Fig. 1: routed clock nets over the placement
The bar under the picture is 20 um long.
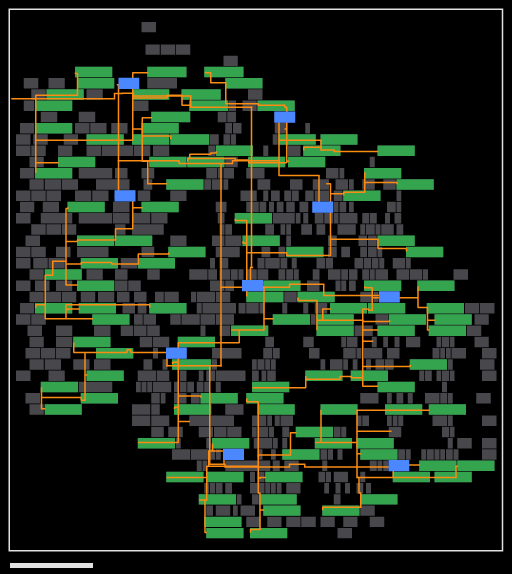
Fig. 2: selected gate families
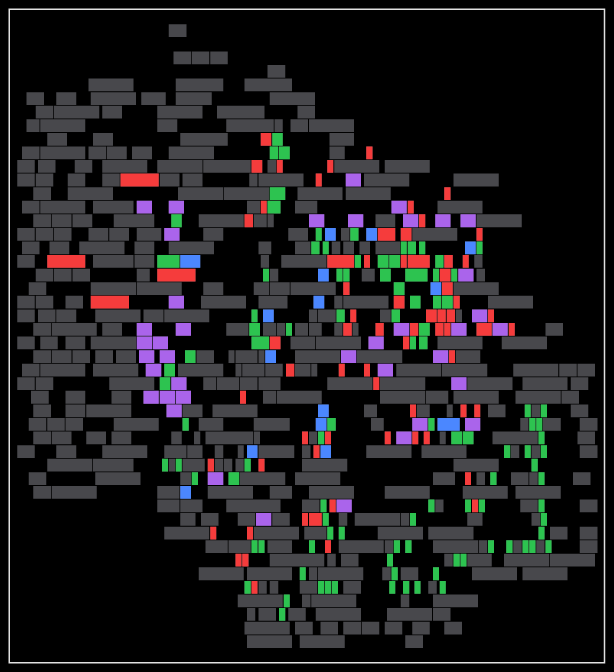
## src/rtl/game_pkg.sv

```systemverilog
// Shared types and constants for the 1A2B game sequencer and its scorer.
package game_pkg;

  typedef enum logic [1:0] {
    ST_SET  = 2'b00,
    ST_WAIT = 2'b01,
    ST_PLAY = 2'b10,
    ST_END  = 2'b11
  } state_e;

  localparam int NDIGITS        = 4;
  localparam int DIGIT_W        = 4;
  localparam int WORD_W         = NDIGITS * DIGIT_W;
  localparam int SPIN_STEPS_DEF = 6;

endpackage

```

## src/rtl/ab_scorer.sv

```systemverilog
// Multi-cycle A/B scorer: examines one guess digit per cycle, leftmost first,
// then pulses done with the final counts; abort drops any scoring in flight.
module ab_scorer
  import game_pkg::*;
(
  input  logic              CLK,
  input  logic              rst_n,
  input  logic              start_i,
  input  logic              abort_i,
  input  logic [WORD_W-1:0] answer_i,
  input  logic [WORD_W-1:0] guess_i,
  output logic              busy_o,
  output logic              done_o,
  output logic [2:0]        a_o,
  output logic [2:0]        b_o
);

  localparam int IDX_W = $clog2(NDIGITS);
  localparam logic [IDX_W-1:0] IDX_LAST = IDX_W'(NDIGITS - 1);

  logic [IDX_W-1:0]   idx_q;
  logic               busy_q;
  logic               done_q;
  logic [2:0]         a_q;
  logic [2:0]         b_q;
  logic [DIGIT_W-1:0] g_dig;
  logic [DIGIT_W-1:0] a_dig;
  logic               a_hit;
  logic               b_hit;

  // A B hit needs the digit elsewhere in the answer and no exact hit here,
  // so each guess digit contributes at most one point.
  always_comb begin
    g_dig = guess_i[int'(idx_q)*DIGIT_W +: DIGIT_W];
    a_dig = answer_i[int'(idx_q)*DIGIT_W +: DIGIT_W];
    a_hit = (g_dig == a_dig);
    b_hit = 1'b0;
    for (int j = 0; j < NDIGITS; j++) begin
      if (j != int'(idx_q) && answer_i[j*DIGIT_W +: DIGIT_W] == g_dig) b_hit = 1'b1;
    end
    if (a_hit) b_hit = 1'b0;
  end

  always_ff @(posedge CLK or negedge rst_n) begin
    if (!rst_n) begin
      idx_q  <= '0;
      busy_q <= 1'b0;
      done_q <= 1'b0;
      a_q    <= '0;
      b_q    <= '0;
    end else if (abort_i) begin
      idx_q  <= '0;
      busy_q <= 1'b0;
      done_q <= 1'b0;
      a_q    <= '0;
      b_q    <= '0;
    end else if (start_i) begin
      idx_q  <= IDX_LAST;
      busy_q <= 1'b1;
      done_q <= 1'b0;
      a_q    <= '0;
      b_q    <= '0;
    end else begin
      done_q <= 1'b0;
      if (busy_q) begin
        a_q <= a_q + {2'b00, a_hit};
        b_q <= b_q + {2'b00, b_hit};
        if (idx_q == '0) begin
          busy_q <= 1'b0;
          done_q <= 1'b1;
        end else begin
          idx_q <= idx_q - 1'b1;
        end
      end
    end
  end

  // Busy also covers the done cycle so a new guess cannot collide with the result.
  assign busy_o = busy_q | done_q;
  assign done_o = done_q;
  assign a_o    = a_q;
  assign b_o    = b_q;

endmodule

```

## src/rtl/game_seq_ctrl.sv

```systemverilog
// 1A2B game sequencer. States: SET answer entry | WAIT spin until sw hidden |
// PLAY accept and score guesses | END hold win/lose until go with sw==0.
module game_seq_ctrl
  import game_pkg::*;
#(
  parameter int TICK_DIV   = 5_000_000,
  parameter int MAX_TRIES  = 18,
  parameter int SPIN_STEPS = SPIN_STEPS_DEF
) (
  input  logic        CLK,
  input  logic        rst_n,
  input  logic        key_go,
  input  logic        key_clr,
  input  logic [15:0] sw,
  output logic [1:0]  state,
  output logic [15:0] answer,
  output logic [15:0] guess,
  output logic [2:0]  a_cnt,
  output logic [2:0]  b_cnt,
  output logic        score_vld,
  output logic [4:0]  tries,
  output logic [17:0] try_bar,
  output logic [2:0]  spin,
  output logic        win,
  output logic        lose
);

  localparam int TW = (TICK_DIV > 1) ? $clog2(TICK_DIV) : 1;
  localparam logic [TW-1:0] TICK_LAST = TW'(TICK_DIV - 1);
  localparam logic [4:0]    TRIES_MAX = 5'(MAX_TRIES);
  localparam logic [2:0]    SPIN_LAST = 3'(SPIN_STEPS - 1);
  localparam logic [2:0]    A_ALL     = 3'(NDIGITS);
  localparam logic [17:0]   BAR_MASK  = 18'((64'd1 << MAX_TRIES) - 64'd1);

  logic go_s1_q, go_s2_q, go_prev_q;
  logic clr_s1_q, clr_s2_q, clr_prev_q;
  logic go_p, clr_p, clear_game;

  state_e         state_q, state_d;
  logic [15:0]    answer_q, answer_d;
  logic [15:0]    guess_q, guess_d;
  logic [2:0]     a_cnt_q, a_cnt_d;
  logic [2:0]     b_cnt_q, b_cnt_d;
  logic           vld_q, vld_d;
  logic [4:0]     tries_q, tries_d;
  logic [17:0]    bar_q, bar_d;
  logic [2:0]     spin_q, spin_d;
  logic [TW-1:0]  tick_q, tick_d;
  logic           win_q, win_d;
  logic           lose_q, lose_d;

  logic           sc_start, sc_busy, sc_done;
  logic [2:0]     sc_a, sc_b;

  ab_scorer u_scorer (
    .CLK      (CLK),
    .rst_n    (rst_n),
    .start_i  (sc_start),
    .abort_i  (clear_game),
    .answer_i (answer_q),
    .guess_i  (guess_q),
    .busy_o   (sc_busy),
    .done_o   (sc_done),
    .a_o      (sc_a),
    .b_o      (sc_b)
  );

  // Buttons idle high; falling edge of the synchronized level is one press.
  assign go_p       = go_prev_q & ~go_s2_q;
  assign clr_p      = clr_prev_q & ~clr_s2_q;
  assign clear_game = clr_p | ((state_q == ST_END) & go_p & (sw == '0));

  always_comb begin
    state_d  = state_q;
    answer_d = answer_q;
    guess_d  = guess_q;
    a_cnt_d  = a_cnt_q;
    b_cnt_d  = b_cnt_q;
    vld_d    = 1'b0;
    tries_d  = tries_q;
    bar_d    = bar_q;
    spin_d   = spin_q;
    tick_d   = tick_q;
    win_d    = win_q;
    lose_d   = lose_q;
    sc_start = 1'b0;

    if (clear_game) begin
      state_d = ST_SET;
      a_cnt_d = '0;
      b_cnt_d = '0;
      tries_d = '0;
      bar_d   = '0;
      spin_d  = '0;
      tick_d  = '0;
      win_d   = 1'b0;
      lose_d  = 1'b0;
    end else begin
      unique case (state_q)
        ST_SET: begin
          if (go_p) begin
            answer_d = sw;
            state_d  = ST_WAIT;
            tick_d   = '0;
          end
        end
        ST_WAIT: begin
          if (tick_q == TICK_LAST) begin
            tick_d = '0;
            spin_d = (spin_q == SPIN_LAST) ? 3'd0 : spin_q + 3'd1;
          end else begin
            tick_d = tick_q + 1'b1;
          end
          if (sw == '0) begin
            state_d = ST_PLAY;
            spin_d  = '0;
          end
        end
        ST_PLAY: begin
          if (sc_done) begin
            a_cnt_d = sc_a;
            b_cnt_d = sc_b;
            vld_d   = 1'b1;
            if (sc_a == A_ALL) begin
              state_d = ST_END;
              win_d   = 1'b1;
            end else if (tries_q == TRIES_MAX) begin
              state_d = ST_END;
              lose_d  = 1'b1;
            end
          end else if (go_p && !sc_busy) begin
            guess_d  = sw;
            tries_d  = (tries_q == TRIES_MAX) ? tries_q : tries_q + 5'd1;
            bar_d    = {bar_q[16:0], 1'b1} & BAR_MASK;
            sc_start = 1'b1;
          end
        end
        ST_END: begin
        end
        default: begin
        end
      endcase
    end
  end

  always_ff @(posedge CLK or negedge rst_n) begin
    if (!rst_n) begin
      go_s1_q    <= 1'b1;
      go_s2_q    <= 1'b1;
      go_prev_q  <= 1'b1;
      clr_s1_q   <= 1'b1;
      clr_s2_q   <= 1'b1;
      clr_prev_q <= 1'b1;
      state_q    <= ST_SET;
      answer_q   <= '0;
      guess_q    <= '0;
      a_cnt_q    <= '0;
      b_cnt_q    <= '0;
      vld_q      <= 1'b0;
      tries_q    <= '0;
      bar_q      <= '0;
      spin_q     <= '0;
      tick_q     <= '0;
      win_q      <= 1'b0;
      lose_q     <= 1'b0;
    end else begin
      go_s1_q    <= key_go;
      go_s2_q    <= go_s1_q;
      go_prev_q  <= go_s2_q;
      clr_s1_q   <= key_clr;
      clr_s2_q   <= clr_s1_q;
      clr_prev_q <= clr_s2_q;
      state_q    <= state_d;
      answer_q   <= answer_d;
      guess_q    <= guess_d;
      a_cnt_q    <= a_cnt_d;
      b_cnt_q    <= b_cnt_d;
      vld_q      <= vld_d;
      tries_q    <= tries_d;
      bar_q      <= bar_d;
      spin_q     <= spin_d;
      tick_q     <= tick_d;
      win_q      <= win_d;
      lose_q     <= lose_d;
    end
  end

  assign state     = state_q;
  assign answer    = answer_q;
  assign guess     = guess_q;
  assign a_cnt     = a_cnt_q;
  assign b_cnt     = b_cnt_q;
  assign score_vld = vld_q;
  assign tries     = tries_q;
  assign try_bar   = bar_q;
  assign spin      = spin_q;
  assign win       = win_q;
  assign lose      = lose_q;

endmodule

```

## config.mk

```make
export PLATFORM = sky130hd
export DESIGN_NAME = game_seq_ctrl
export DESIGN_NICKNAME = d
export VERILOG_FILES = /design/src/rtl/game_pkg.sv /design/src/rtl/ab_scorer.sv /design/src/rtl/game_seq_ctrl.sv
export SDC_FILE = /design/constraint.sdc
export NUM_CORES = 1
export LEC_CHECK = 0
export CAP_MARGIN = 20
export CORE_ASPECT_RATIO = 1.1
export CORE_UTILIZATION = 35
export CTS_BUF_LIST = sky130_fd_sc_hd__clkbuf_8
export DETAILED_ROUTE_END_ITERATION = 10
export PLACE_DENSITY = 0.66
export SLEW_MARGIN = 20
export SYNTH_ARGS = -nofsm -noshare
export SYNTH_HDL_FRONTEND = slang
export SYNTH_HIERARCHICAL = 1
export SYNTH_SLANG_ARGS = --single-unit
```

## constraint.sdc

```tcl
create_clock -name CLK -period 3.09 [get_ports CLK]
set_clock_uncertainty 0.1 [all_clocks]
set_input_delay 0.618 -clock CLK [delete_from_list [all_inputs] [get_ports CLK]]
set_output_delay 0.618 -clock CLK [all_outputs]
set_load 0.01 [all_outputs]
```

==> job_summary.md <==
### Metrics collected by this job

| Metric | Value |
|---|---|
| Status | `completed` |
| Init Core Util | `a little over a third` |
| PostCTS Resize Cnt | `0` |
| HPWL after detailed placement | `roughly 8.9 mm` |
| Nets | `a little over 600` |
| Yosys Instances | `approximately 480` |
| Ao+oa area frac | `7.32%` |
| Wire length on met3 | `around 670 um` |
| CTS clk-pin slew, worst paths | `approximately 0.11 ns` |
| Yosys chip area | `between 5000 and 6000 sq um` |
| RSZ-0062 raised after global routing | `no` |
| H-tree depth | `3` |
| Vias in the first global route | `3994` |
| Mapped Cells | `around 480` |
| CTS tree | `built` |
| Fmax | `approximately 0.34 GHz` |
| Core area | `between 10000 and 15000 sq um` |
| Routed wire length on met2 | `about 5.7 mm` |
| Flops after synth | `108` |
| Critical Path RT | `3.28 ns` |
| Gate power share | `between 30% and 40%` |
| Crit path DAT | `around 3.1 ns` |
| M2 GR Usage | `roughly 27%` |
| Avg Synthesized Cell Area | `roughly 11 sq um` |
| Most numerous logic cells after layout | `dfrtp_1 (101), clkdlybuf4s50_1 (87), nand2_1 (69)` |
| Dpl ws | `approximately 0.073 ns` |
| Sequential Power Share | `a little over two fifths` |
| Placement Cell Area | `roughly 6400 sq um` |
| R2r endpoint | `u_scorer/b_o[1]$_DFFE_PN0P_` |
| Final worst-path cycle share | `94.8%` |
| Min cycle time layout | `2.93 ns` |
| # Post-CTS Setup Buffers | `0` |
| Share of cells above drive strength 1 | `15.1%` |
| Dominant flop cell | `dfrtp_1` |
| Top cell area share | `between 40% and 50%` |
| Cell area power density | `just over 700 nW/um^2` |
| Crit. End Element | `flip-flop` |
| Final total power | `approximately 4.7 mW` |
| # fillers | `between 1000 and 1500` |
| Worst-path fanout max | `9` |
| Iter 0 DRT Violations | `around 170` |
| R2R cell count | `9` |
| Post-synth EDFFs | `0` |
| Worst path slowest cell | `mux4_2` |
| Tally of buffers added on design ports | `approximately 88` |
| Placed cell count | `between 700 and 800` |
| Adder Area Share | `under 10%` |
| Worst path buffer plus inverter count | `0` |
| Worst-Skew Late Latency | `about 0.4 ns` |
| Per-cell routed wire length | `15.8 um` |
| Max-cap violations | `0` |
| CTS Hold Bufs | `0` |
| Met1 wire length | `around 5.5 mm` |
| Main power group | `registers` |
| Top Layer Used | `met4` |
| Io pins | `89` |
| Die Y | `~130 um` |
| Total Neg Setup Slack | `0 ns` |
| Least-Margin Pin Slew | `about 0.65 ns` |
| Post-synth mux share | `9.91%` |
| Die Size | `roughly 16000 sq um` |
| GPL Wtd Cong | `0.840` |
| Unique cell types | `55` |
| Slew headroom | `56.3%` |
| Async S/R FF share, synth | `100%` |
| Kind of start point of the critical path | `flip-flop` |
| RR Startpoint | `u_scorer/idx_q[0]$_DFFE_PN0P_` |
| Flop-to-flop setup slack | `between 0.15 and 0.2 ns` |
| Crit path max-delay family | `multiplexers` |
| Met1 Resource Use GR | `21.1%` |
| Synth cell count leaders | `dfrtp_1 (102), nand2_1 (69), nor2_1 (45)` |
| Fin area | `around 6600 sq um` |
| Peak supply drop | `approximately 0.00045 V` |
| Hold Path Class | `input port to asynchronous set/reset pin` |
| Mapped Nets | `520` |
| Antenna violations before repair | `0` |
Notes on Fig. 1 above:
Key: blue = clock drivers [count 9]; green = flip-flops [count 108]; orange = clock wires [length 1390 um]
Position of the flops: widely spread.

Notes on Fig. 2 above:
Key: blue = AND and OR gates [cells 15, where centre]; green = NAND gates [cells 101]; purple = XOR/XNOR gates [cells 39]; red = NOR gates [cells 71]
combinational share of cell area: 36.6%
final std cells w/o fill: 773

-- worst max-delay path by stage --
| stage | from | endpoint | slack [ns] | cells past startpoint |
|---|---|---|---|---|
| CTS | u_scorer/idx_q[0]$_DFFE_PN0P_ | u_scorer/b_o[1]$_DFFE_PN0P_ | 0.03 | 9 |
| detailed placement | u_scorer/idx_q[0]$_DFFE_PN0P_ | u_scorer/b_o[1]$_DFFE_PN0P_ | 0.07 | 9 |
| floorplan | u_scorer/idx_q[0]$_DFFE_PN0P_ | u_scorer/a_o[1]$_DFFE_PN0P_ | 0.55 | 10 |
| global placement | u_scorer/idx_q[0]$_DFFE_PN0P_ | u_scorer/b_o[1]$_DFFE_PN0P_ | 0.15 | 9 |
| finish | u_scorer/idx_q[0]$_DFFE_PN0P_ | u_scorer/b_o[1]$_DFFE_PN0P_ | 0.16 | 9 |
| global route | u_scorer/idx_q[0]$_DFFE_PN0P_ | u_scorer/b_o[2]$_DFFE_PN0P_ | 0.03 | 10 |
-- final cells by class --
cell class | count | area [sq um] | share of cell area, %
flip-flops and latches | 108 | 2710 | 40.9
multi-input cells | 348 | 2420 | 36.6
repair buffers | 97 | 983 | 14.8
well taps | 192 | 240 | 3.62
clock buffers | 9 | 124 | 1.87
clock inverters | 7 | 100 | 1.51
inverters | 12 | 45.0 | 0.680
-- state kept, by name (all words and copies together), names as in the netlist --
name / count
a_cnt: 3
answer: 16
b_cnt: 3
clr_prev_q: 1
clr_s1_q: 1
clr_s2_q: 1
go_prev_q: 1
go_s1_q: 1
go_s2_q: 1
guess: 16
lose: 1
score_vld: 1
spin: 3
state: 2
tick_q: 23
tries: 5
try_bar: 18
u_scorer/a_o: 3
u_scorer/b_o: 3
u_scorer/busy_q: 1
u_scorer/done_o: 1
u_scorer/idx_q: 2
win: 1
No activity file was given, so power comes from the tool's default toggle rates.
